**Run 1: signal wires by layer**

The bar under the picture is 50 um long. Two of the layers only.
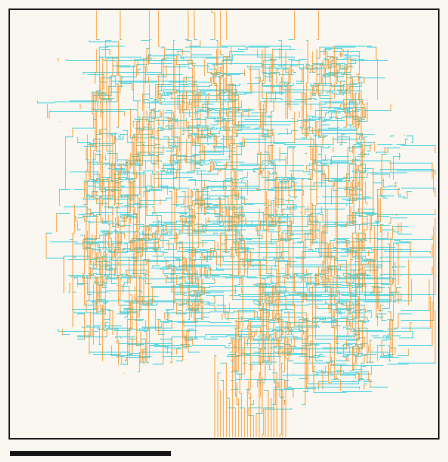
**Run 1: metal 3**

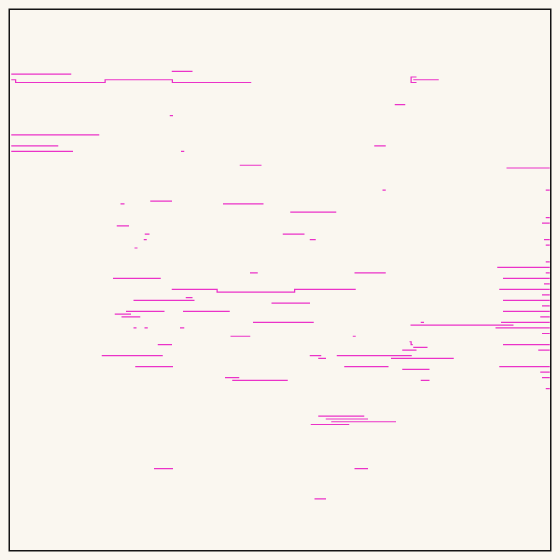
**Run 1: PDN straps and rails**

The bar under the picture is 50 um long. Pins as bars on the die edge.
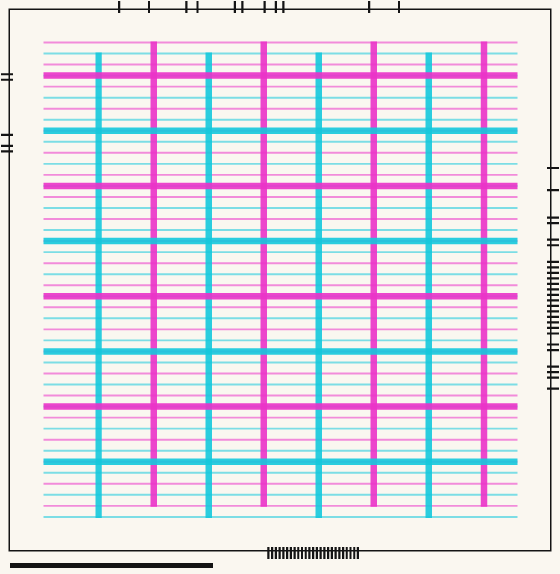
===== src/rtl/demod_audio_post_pkg.sv =====
// Shared definitions for the demodulator audio post-processor: mode codes,
// squelch states and the output range classifier.
package demod_audio_pkg;

    typedef logic [1:0] mode_t;

    localparam mode_t MODE_FM   = 2'd0;
    localparam mode_t MODE_PM   = 2'd1;
    localparam mode_t MODE_AM   = 2'd2;
    localparam mode_t MODE_MUTE = 2'd3;

    typedef enum logic [1:0] {
        SQ_CLOSED = 2'd0,
        SQ_OPEN   = 2'd1,
        SQ_HANG   = 2'd2
    } sq_state_e;

    typedef enum logic [1:0] {
        SAT_NONE = 2'd0,
        SAT_HI   = 2'd1,
        SAT_LO   = 2'd2
    } sat_e;

    // Classifies v against the signed w-bit range; the caller substitutes the rail value.
    function automatic sat_e saturate(input logic signed [31:0] v, input int unsigned w);
        logic signed [31:0] hi;
        logic signed [31:0] lo;
        hi = (32'sd1 <<< (w - 32'd1)) - 32'sd1;
        lo = -(32'sd1 <<< (w - 32'd1));
        if (v > hi) begin
            saturate = SAT_HI;
        end else if (v < lo) begin
            saturate = SAT_LO;
        end else begin
            saturate = SAT_NONE;
        end
    endfunction

endpackage


===== src/rtl/demod_audio_post_if.sv =====
// Sample/audio bus between the demodulator, the audio post-processor and the codec side.
interface demod_audio_post_if
    import demod_audio_pkg::*;
#(
    parameter int IN_WIDTH  = 12,
    parameter int OUT_WIDTH = 12
);
    logic                        sample_en;
    mode_t                       mode;
    logic        [IN_WIDTH-1:0]  sq_thresh;
    logic        [IN_WIDTH-1:0]  FM_in;
    logic        [IN_WIDTH-1:0]  PM_in;
    logic        [IN_WIDTH-1:0]  AM_in;
    logic signed [OUT_WIDTH-1:0] audio_out;
    logic                        audio_valid;
    logic                        squelch_open;

    modport master (
        output sample_en, mode, sq_thresh, FM_in, PM_in, AM_in,
        input  audio_out, audio_valid, squelch_open
    );

    modport slave (
        input  sample_en, mode, sq_thresh, FM_in, PM_in, AM_in,
        output audio_out, audio_valid, squelch_open
    );
endinterface


===== src/rtl/demod_audio_post_dc_blocker.sv =====
// Leaky-integrator DC tracker: acc follows 2^DC_SHIFT times the input mean,
// y is the input with that mean removed.
module dc_blocker #(
    parameter int IN_WIDTH = 12,
    parameter int DC_SHIFT = 8
) (
    input  logic                       clk_in,
    input  logic                       RST,
    input  logic                       en,
    input  logic signed [IN_WIDTH:0]   x,
    output logic signed [IN_WIDTH+1:0] y
);
    localparam int AW = IN_WIDTH + 1 + DC_SHIFT;
    localparam int YW = IN_WIDTH + 2;

    logic signed [AW-1:0]     acc_q;
    logic signed [AW-1:0]     acc_d;
    logic signed [IN_WIDTH:0] dc_s;

    // The upper slice of acc is the floor-divided DC estimate.
    always_comb begin
        dc_s  = acc_q[AW-1:DC_SHIFT];
        y     = {x[IN_WIDTH], x} - {dc_s[IN_WIDTH], dc_s};
        acc_d = acc_q;
        if (en) begin
            acc_d = acc_q + {{(DC_SHIFT - 1){y[YW-1]}}, y};
        end else begin
            acc_d = acc_q;
        end
    end

    // Integrator state register.
    always_ff @(posedge clk_in or negedge RST) begin
        if (!RST) begin
            acc_q <= {AW{1'b0}};
        end else begin
            acc_q <= acc_d;
        end
    end
endmodule


===== src/rtl/demod_audio_post.sv =====
// Audio post-processor: source select, DC removal, accumulate-and-dump
// decimation and carrier squelch with hang time.
module demod_audio_post
    import demod_audio_pkg::*;
#(
    parameter int IN_WIDTH   = 12,
    parameter int OUT_WIDTH  = 12,
    parameter int DECIM_LOG2 = 3,
    parameter int DC_SHIFT   = 8,
    parameter int SQ_HOLD    = 16
) (
    input  logic              clk_in,
    input  logic              RST,
    demod_audio_post_if.slave bus
);
    localparam int XW = IN_WIDTH + 1;
    localparam int YW = IN_WIDTH + 2;
    localparam int SW = YW + DECIM_LOG2;
    localparam int MW = IN_WIDTH + DECIM_LOG2;
    localparam int HW = $clog2(SQ_HOLD + 1);

    localparam logic [DECIM_LOG2-1:0] CNT_ZERO  = {DECIM_LOG2{1'b0}};
    localparam logic [DECIM_LOG2-1:0] CNT_LAST  = {DECIM_LOG2{1'b1}};
    localparam logic [DECIM_LOG2-1:0] CNT_ONE   = DECIM_LOG2'(1);
    localparam logic [HW-1:0]         HOLD_ONE  = HW'(1);
    localparam logic [HW-1:0]         HOLD_LOAD = HW'(SQ_HOLD - 1);
    localparam logic signed [OUT_WIDTH-1:0] OUT_MAX = {1'b0, {(OUT_WIDTH - 1){1'b1}}};
    localparam logic signed [OUT_WIDTH-1:0] OUT_MIN = {1'b1, {(OUT_WIDTH - 1){1'b0}}};

    logic [DECIM_LOG2-1:0]  cnt_q, cnt_d;
    mode_t                  mode_q, mode_d;
    mode_t                  mode_eff_s;
    logic signed [XW-1:0]   x_s;
    logic signed [YW-1:0]   y_s;
    logic signed [SW-1:0]   asum_q, asum_d;
    logic signed [SW-1:0]   total_s;
    logic [MW-1:0]          msum_q, msum_d;
    logic [MW-1:0]          mtotal_s;
    logic [IN_WIDTH-1:0]    mean_s;
    logic                   level_ok_s;
    logic                   frame_start_s;
    logic                   frame_end_s;
    logic signed [31:0]     q_wide_s;
    logic signed [OUT_WIDTH-1:0] q_sat_s;
    sq_state_e              sq_state_q, sq_state_d;
    logic [HW-1:0]          hold_q, hold_d;
    logic signed [OUT_WIDTH-1:0] audio_out_q, audio_out_d;
    logic                   audio_valid_q, audio_valid_d;
    logic                   sq_open_q, sq_open_d;

    assign frame_start_s = bus.sample_en && (cnt_q == CNT_ZERO);
    assign frame_end_s   = bus.sample_en && (cnt_q == CNT_LAST);
    // The first sample of a frame already uses the mode being latched for it.
    assign mode_eff_s    = (cnt_q == CNT_ZERO) ? bus.mode : mode_q;

    // Source select on the frame's mode.
    always_comb begin
        case (mode_eff_s)
            MODE_FM: x_s = {bus.FM_in[IN_WIDTH-1], bus.FM_in};
            MODE_PM: x_s = {bus.PM_in[IN_WIDTH-1], bus.PM_in};
            MODE_AM: x_s = {1'b0, bus.AM_in};
            default: x_s = {XW{1'b0}};
        endcase
    end

    dc_blocker #(
        .IN_WIDTH (IN_WIDTH),
        .DC_SHIFT (DC_SHIFT)
    ) u_dc_blocker (
        .clk_in (clk_in),
        .RST    (RST),
        .en     (bus.sample_en),
        .x      (x_s),
        .y      (y_s)
    );

    // Frame accumulators, frame counter and mode latch next-state.
    always_comb begin
        total_s  = asum_q + {{DECIM_LOG2{y_s[YW-1]}}, y_s};
        mtotal_s = msum_q + {{DECIM_LOG2{1'b0}}, bus.AM_in};
        mean_s   = mtotal_s[MW-1:DECIM_LOG2];
        cnt_d    = cnt_q;
        mode_d   = mode_q;
        asum_d   = asum_q;
        msum_d   = msum_q;
        if (frame_start_s) begin
            cnt_d  = cnt_q + CNT_ONE;
            mode_d = bus.mode;
            asum_d = {{DECIM_LOG2{y_s[YW-1]}}, y_s};
            msum_d = {{DECIM_LOG2{1'b0}}, bus.AM_in};
        end else if (bus.sample_en) begin
            cnt_d  = cnt_q + CNT_ONE;
            asum_d = total_s;
            msum_d = mtotal_s;
        end else begin
            cnt_d  = cnt_q;
        end
    end

    // Frame result: arithmetic shift down, then clamp to the output range.
    always_comb begin
        q_wide_s   = 32'(total_s >>> DECIM_LOG2);
        level_ok_s = (mean_s >= bus.sq_thresh);
        case (saturate(q_wide_s, OUT_WIDTH))
            SAT_HI:   q_sat_s = OUT_MAX;
            SAT_LO:   q_sat_s = OUT_MIN;
            SAT_NONE: q_sat_s = q_wide_s[OUT_WIDTH-1:0];
            default:  q_sat_s = q_wide_s[OUT_WIDTH-1:0];
        endcase
    end

    // Squelch next-state; evaluated only when a frame completes.
    always_comb begin
        sq_state_d = sq_state_q;
        hold_d     = hold_q;
        if (frame_end_s) begin
            case (sq_state_q)
                SQ_CLOSED: begin
                    if (level_ok_s) begin
                        sq_state_d = SQ_OPEN;
                    end else begin
                        sq_state_d = SQ_CLOSED;
                    end
                end
                SQ_OPEN: begin
                    if (level_ok_s) begin
                        sq_state_d = SQ_OPEN;
                    end else begin
                        sq_state_d = SQ_HANG;
                        hold_d     = HOLD_LOAD;
                    end
                end
                SQ_HANG: begin
                    if (level_ok_s) begin
                        sq_state_d = SQ_OPEN;
                    end else if (hold_q == {HW{1'b0}}) begin
                        sq_state_d = SQ_CLOSED;
                    end else begin
                        hold_d     = hold_q - HOLD_ONE;
                    end
                end
                default: begin
                    sq_state_d = SQ_CLOSED;
                    hold_d     = {HW{1'b0}};
                end
            endcase
        end else begin
            sq_state_d = sq_state_q;
        end
    end

    // Output stage: audio gated by the post-update squelch state and mute.
    always_comb begin
        audio_valid_d = frame_end_s;
        audio_out_d   = audio_out_q;
        sq_open_d     = sq_open_q;
        if (frame_end_s) begin
            sq_open_d = (sq_state_d != SQ_CLOSED);
            if (sq_open_d && (mode_q != MODE_MUTE)) begin
                audio_out_d = q_sat_s;
            end else begin
                audio_out_d = {OUT_WIDTH{1'b0}};
            end
        end else begin
            sq_open_d = sq_open_q;
        end
    end

    // Frame counter, mode latch and accumulator registers.
    always_ff @(posedge clk_in or negedge RST) begin
        if (!RST) begin
            cnt_q  <= CNT_ZERO;
            mode_q <= MODE_FM;
            asum_q <= {SW{1'b0}};
            msum_q <= {MW{1'b0}};
        end else begin
            cnt_q  <= cnt_d;
            mode_q <= mode_d;
            asum_q <= asum_d;
            msum_q <= msum_d;
        end
    end

    // Squelch state register.
    always_ff @(posedge clk_in or negedge RST) begin
        if (!RST) begin
            sq_state_q <= SQ_CLOSED;
            hold_q     <= {HW{1'b0}};
        end else begin
            sq_state_q <= sq_state_d;
            hold_q     <= hold_d;
        end
    end

    // Output registers.
    always_ff @(posedge clk_in or negedge RST) begin
        if (!RST) begin
            audio_out_q   <= {OUT_WIDTH{1'b0}};
            audio_valid_q <= 1'b0;
            sq_open_q     <= 1'b0;
        end else begin
            audio_out_q   <= audio_out_d;
            audio_valid_q <= audio_valid_d;
            sq_open_q     <= sq_open_d;
        end
    end

    assign bus.audio_out    = audio_out_q;
    assign bus.audio_valid  = audio_valid_q;
    assign bus.squelch_open = sq_open_q;
endmodule


===== src/flat_wrapper.sv =====
// flat-port wrapper written by rule: the top's interface ports become plain ports
module demod_audio_post_flat import demod_audio_pkg::*;
#(
    parameter int IN_WIDTH   = 12,
    parameter int OUT_WIDTH  = 12,
    parameter int DECIM_LOG2 = 3,
    parameter int DC_SHIFT   = 8,
    parameter int SQ_HOLD    = 16
)
  (clk_in, RST, bus_sample_en, bus_mode, bus_sq_thresh, bus_FM_in, bus_PM_in, bus_AM_in, bus_audio_out, bus_audio_valid, bus_squelch_open);
  demod_audio_post_if #(.IN_WIDTH(IN_WIDTH), .OUT_WIDTH(OUT_WIDTH)) bus_i ();
  input  logic clk_in;
  input  logic RST;
  input wire logic [$bits(bus_i.sample_en)-1:0] bus_sample_en;
  input wire logic [$bits(bus_i.mode)-1:0] bus_mode;
  input wire logic [$bits(bus_i.sq_thresh)-1:0] bus_sq_thresh;
  input wire logic [$bits(bus_i.FM_in)-1:0] bus_FM_in;
  input wire logic [$bits(bus_i.PM_in)-1:0] bus_PM_in;
  input wire logic [$bits(bus_i.AM_in)-1:0] bus_AM_in;
  output wire logic [$bits(bus_i.audio_out)-1:0] bus_audio_out;
  output wire logic [$bits(bus_i.audio_valid)-1:0] bus_audio_valid;
  output wire logic [$bits(bus_i.squelch_open)-1:0] bus_squelch_open;
  assign bus_i.sample_en = bus_sample_en;
  assign bus_i.mode = bus_mode;
  assign bus_i.sq_thresh = bus_sq_thresh;
  assign bus_i.FM_in = bus_FM_in;
  assign bus_i.PM_in = bus_PM_in;
  assign bus_i.AM_in = bus_AM_in;
  assign bus_audio_out = bus_i.audio_out;
  assign bus_audio_valid = bus_i.audio_valid;
  assign bus_squelch_open = bus_i.squelch_open;
  demod_audio_post #(.IN_WIDTH(IN_WIDTH), .OUT_WIDTH(OUT_WIDTH), .DECIM_LOG2(DECIM_LOG2), .DC_SHIFT(DC_SHIFT), .SQ_HOLD(SQ_HOLD)) u_core (.clk_in(clk_in), .RST(RST), .bus(bus_i));
endmodule

===== config.mk =====
export PLATFORM = sky130hd
export DESIGN_NAME = demod_audio_post_flat
export DESIGN_NICKNAME = d
export VERILOG_FILES = /design/src/rtl/demod_audio_post_pkg.sv /design/src/rtl/demod_audio_post_if.sv /design/src/rtl/demod_audio_post_dc_blocker.sv /design/src/rtl/demod_audio_post.sv /design/src/flat_wrapper.sv
export SDC_FILE = /design/constraint.sdc
export NUM_CORES = 1
export LEC_CHECK = 0
export ABC_CLOCK_PERIOD_IN_PS = 10500
export CORE_MARGIN = 8
export CORE_UTILIZATION = 50
export CTS_BUF_LIST = sky130_fd_sc_hd__clkbuf_8
export DETAILED_ROUTE_END_ITERATION = 10
export PLACE_DENSITY = 0.77
export SKIP_CTS_REPAIR_TIMING = 1
export SKIP_LAST_GASP = 1
export SLEW_MARGIN = 40
export SYNTH_ARGS = -nofsm -noshare
export SYNTH_HDL_FRONTEND = slang
export SYNTH_SLANG_ARGS = --single-unit

===== constraint.sdc =====
create_clock -name clk_in -period 10.5 [get_ports clk_in]
set_clock_uncertainty 0.1 [all_clocks]
set_input_delay 2.625 -clock clk_in [delete_from_list [all_inputs] [get_ports clk_in]]
set_output_delay 2.625 -clock clk_in [all_outputs]
set_load 0.02 [all_outputs]

==> out/qor.txt, run 1 <==
MI comb cells -> 641
met2 Usage GRT -> 0.325
Cells after Synth -> 796
Top cell area share -> 0.288
Non-clock buffer share -> 0.0869
Slowest-stage cell, CP -> a2111oi_4
initial antenna violation count -> 0
synthesis-to-layout area growth -> 14.6%
most frequent logic cell in the layout -> nand2_1
syn avg cell area -> 8.62 um^2
Post-Synthesis Cell Area -> 6860 um^2
Logic inverters -> 50
max-slew violation count -> 0
setup TNS -> 0 ns
DR WL met2 -> 7.72 mm
ANT cells -> 0
Critical Path Stages -> 22
largest net degree at the start of global routing -> 95
Setup crit start -> bus_mode[0]
main flop type -> dfrtp_1
antenna-violating nets left -> 0
combinational share of cell area -> 0.587
Congestion Overflow GR -> 0
status -> complete, no violations
Post-Synthesis Net Count -> 936
Num CTS Buffers -> 9
Post-synth top cells -> 99 x nand2_1, 83 x ha_1, 79 x dfrtp_1
fraction of registers with async set/reset -> 1.00
Boundary Pins -> 67
number of global-route vias before repair -> 5947
Crit path max-delay family -> AND-OR/OR-AND gates
Met3 Wirelength -> 653 um
row count -> 43
Post-Synth AOI/OAI Area -> 0.235
final period utilization -> 0.770
XOR Share, Synth -> 0.0750
clk root buf -> clkbuf_8
## Picture notes: 'signal wires by layer'
layer	colour	wire length
metal 1	cyan	7700 um
metal 2	orange	7720 um

## Picture notes: 'metal 3'
wire length on this layer	653 um
share of all routed wire	4.0%
nets with wire on the layer	66
main direction	horizontal

## Picture notes: 'PDN straps and rails'
net	colour
VDD	magenta
VSS	cyan
rows	43
met1 rails	44
met5 straps	8
signal pins	67

[run 1: worst min path at each step]
stage                                                         start                                   endpoint  slack, ns
after global placement    u_core.u_dc_blocker.acc_q[20]$_DFFE_PN0P_  u_core.u_dc_blocker.acc_q[20]$_DFFE_PN0P_       0.36
final                     u_core.u_dc_blocker.acc_q[20]$_DFFE_PN0P_  u_core.u_dc_blocker.acc_q[20]$_DFFE_PN0P_       0.39
after detailed placement  u_core.u_dc_blocker.acc_q[20]$_DFFE_PN0P_  u_core.u_dc_blocker.acc_q[20]$_DFFE_PN0P_       0.37
after floorplan           u_core.u_dc_blocker.acc_q[20]$_DFFE_PN0P_  u_core.u_dc_blocker.acc_q[20]$_DFFE_PN0P_       0.35
after global routing      u_core.u_dc_blocker.acc_q[20]$_DFFE_PN0P_  u_core.u_dc_blocker.acc_q[20]$_DFFE_PN0P_       0.42
after CTS                 u_core.u_dc_blocker.acc_q[20]$_DFFE_PN0P_  u_core.u_dc_blocker.acc_q[20]$_DFFE_PN0P_       0.39
[run 1: per-stage QoR]
stage	instances	worst slack, ns	hold WS (ns)	util	cell area (um^2)
floorplan	796	3.19	0.345	-	6860
global placement	1019	1.78	0.363	0.561	7660
detailed placement	1019	1.86	0.374	0.562	7680
CTS	1035	2.25	0.391	0.575	7850
global route	1035	2.00	0.423	0.575	7860
finish	1035	2.42	0.388	0.575	7860
[run 1: flip-flops by register name (all words and copies together) (netlist names)]
signal and flops:
u_core.asum_q 17, u_core.mode_q 2, u_core.bus.audio_valid 1, u_core.bus.audio_out 12, u_core.msum_q 15, u_core.cnt_q 3
u_core.hold_q 5, u_core.sq_state_q 2, u_core.u_dc_blocker.acc_q 21, u_core.bus.squelch_open 1
--- run 2 (diff from run 1) ---
ABC_CLOCK_PERIOD_IN_PS = 7590   (was 10500)
clock period = 7.59 ns   (was 10.5 ns; I/O delays follow)
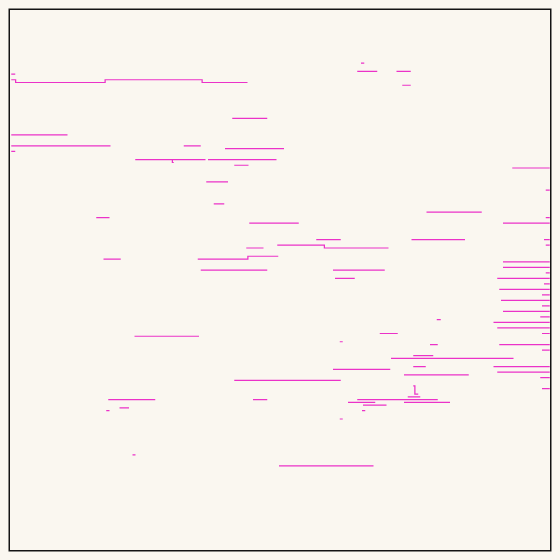
**Above:** run 2 (metal 3).
wire length on this layer	692 um
longest straight run	29.9 um

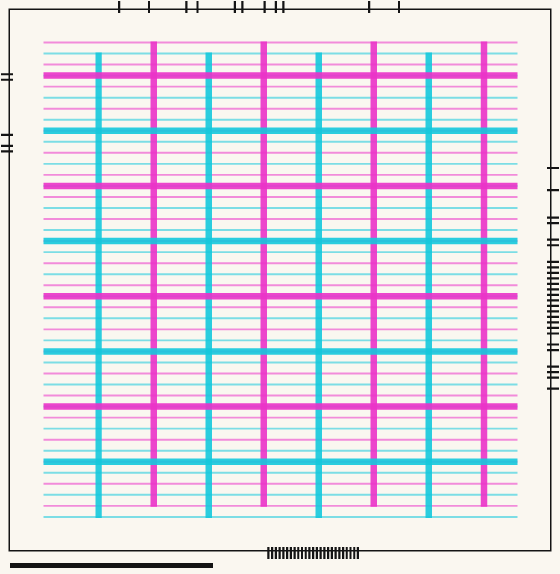
**Above:** run 2 (PDN straps and rails).
The bar under the picture is 50 um long. Pins as bars on the die edge.
net	colour
VDD	magenta
VSS	cyan
rows	43
signal pins	67
met1 rails	44

==> out/qor.txt, run 2 <==
Boundary Pins -> 67 (unchanged)
Non-Filler Instances -> 1045 (was 1035)
Placed Instance Area -> 7740 um^2 (was 7680 um^2)
hold_ws -> 0.401 ns (was 0.388 ns)
final setup margin -> 0.559 ns (was 2.42 ns)
ANT cells -> 0 (unchanged)
status -> complete, no violations (unchanged)
biggest regs -> u_core.u_dc_blocker.acc_q (21), u_core.asum_q (17), u_core.msum_q (15) (unchanged)
row count -> 43 (unchanged)
final period utilization -> 0.926
most frequent logic cell in the layout -> nand2_1 (unchanged)
max-slew violation count -> 0 (unchanged)
initial antenna violation count -> 0 (unchanged)
Post-Synthesis Net Count -> 936 (unchanged)
fraction of registers with async set/reset -> 1.00 (unchanged)
placed insts -> 1029 (was 1019)
Post-Synth AOI/OAI Area -> 0.235 (unchanged)
number of global-route vias before repair -> 5841 (was 5947)
XOR Share, Synth -> 0.0750 (unchanged)
Cells after Synth -> 796 (unchanged)
synthesis-to-layout area growth -> 15.7% (was 14.6%)
run 2: critical path, delay by kind of cell:
family,cells,cell delay (ns)
AOI/OAI and AO/OA,10,2.61
xor gates and xnor gates,3,0.61
adders and majority gates,2,0.66
buffers and inverters,2,0.68
muxes,1,0.26
and+or+nand+nor,4,0.48
run 2: layer usage:
layer,track usage,wire length (um),vias up
met3,0.0343,692,22
met2,0.324,7980,118
met1,0.244,7730,2850
met4,0.0749,341,0
li1,-,-,3002
met5,0,0,-
run 2: area by class of cell:
type / instances / area, um^2 / area share
multi-input cells: 641 / 4600 / 0.579
flip-flops and latches: 79 / 1980 / 0.249
repair buffers: 79 / 757 / 0.0954
well taps: 180 / 225 / 0.0284
inverters: 50 / 188 / 0.0236
clock buffers: 11 / 151 / 0.0191
clock inverters: 5 / 41.3 / 0.00520
run 2: worst paths after layout:
kind | cells after the start | from | slack, ns | to
min reg2reg | 2 | u_core.bus.audio_out[11]$_DFFE_PN0P_ | 0.40 | u_core.bus.audio_out[11]$_DFFE_PN0P_
min in group asynchronous | 1 | RST | 1.45 | u_core.bus.audio_out[4]$_DFFE_PN0P_
max reg2reg | 25 | u_core.cnt_q[0]$_DFFE_PN0P_ | 1.45 | u_core.u_dc_blocker.acc_q[20]$_DFFE_PN0P_
min | 2 | u_core.bus.audio_out[11]$_DFFE_PN0P_ | 0.40 | u_core.bus.audio_out[11]$_DFFE_PN0P_
max | 22 | bus_mode[0] | 0.56 | u_core.u_dc_blocker.acc_q[20]$_DFFE_PN0P_
max in group asynchronous | 1 | RST | 5.48 | u_core.msum_q[6]$_DFFE_PN0P_
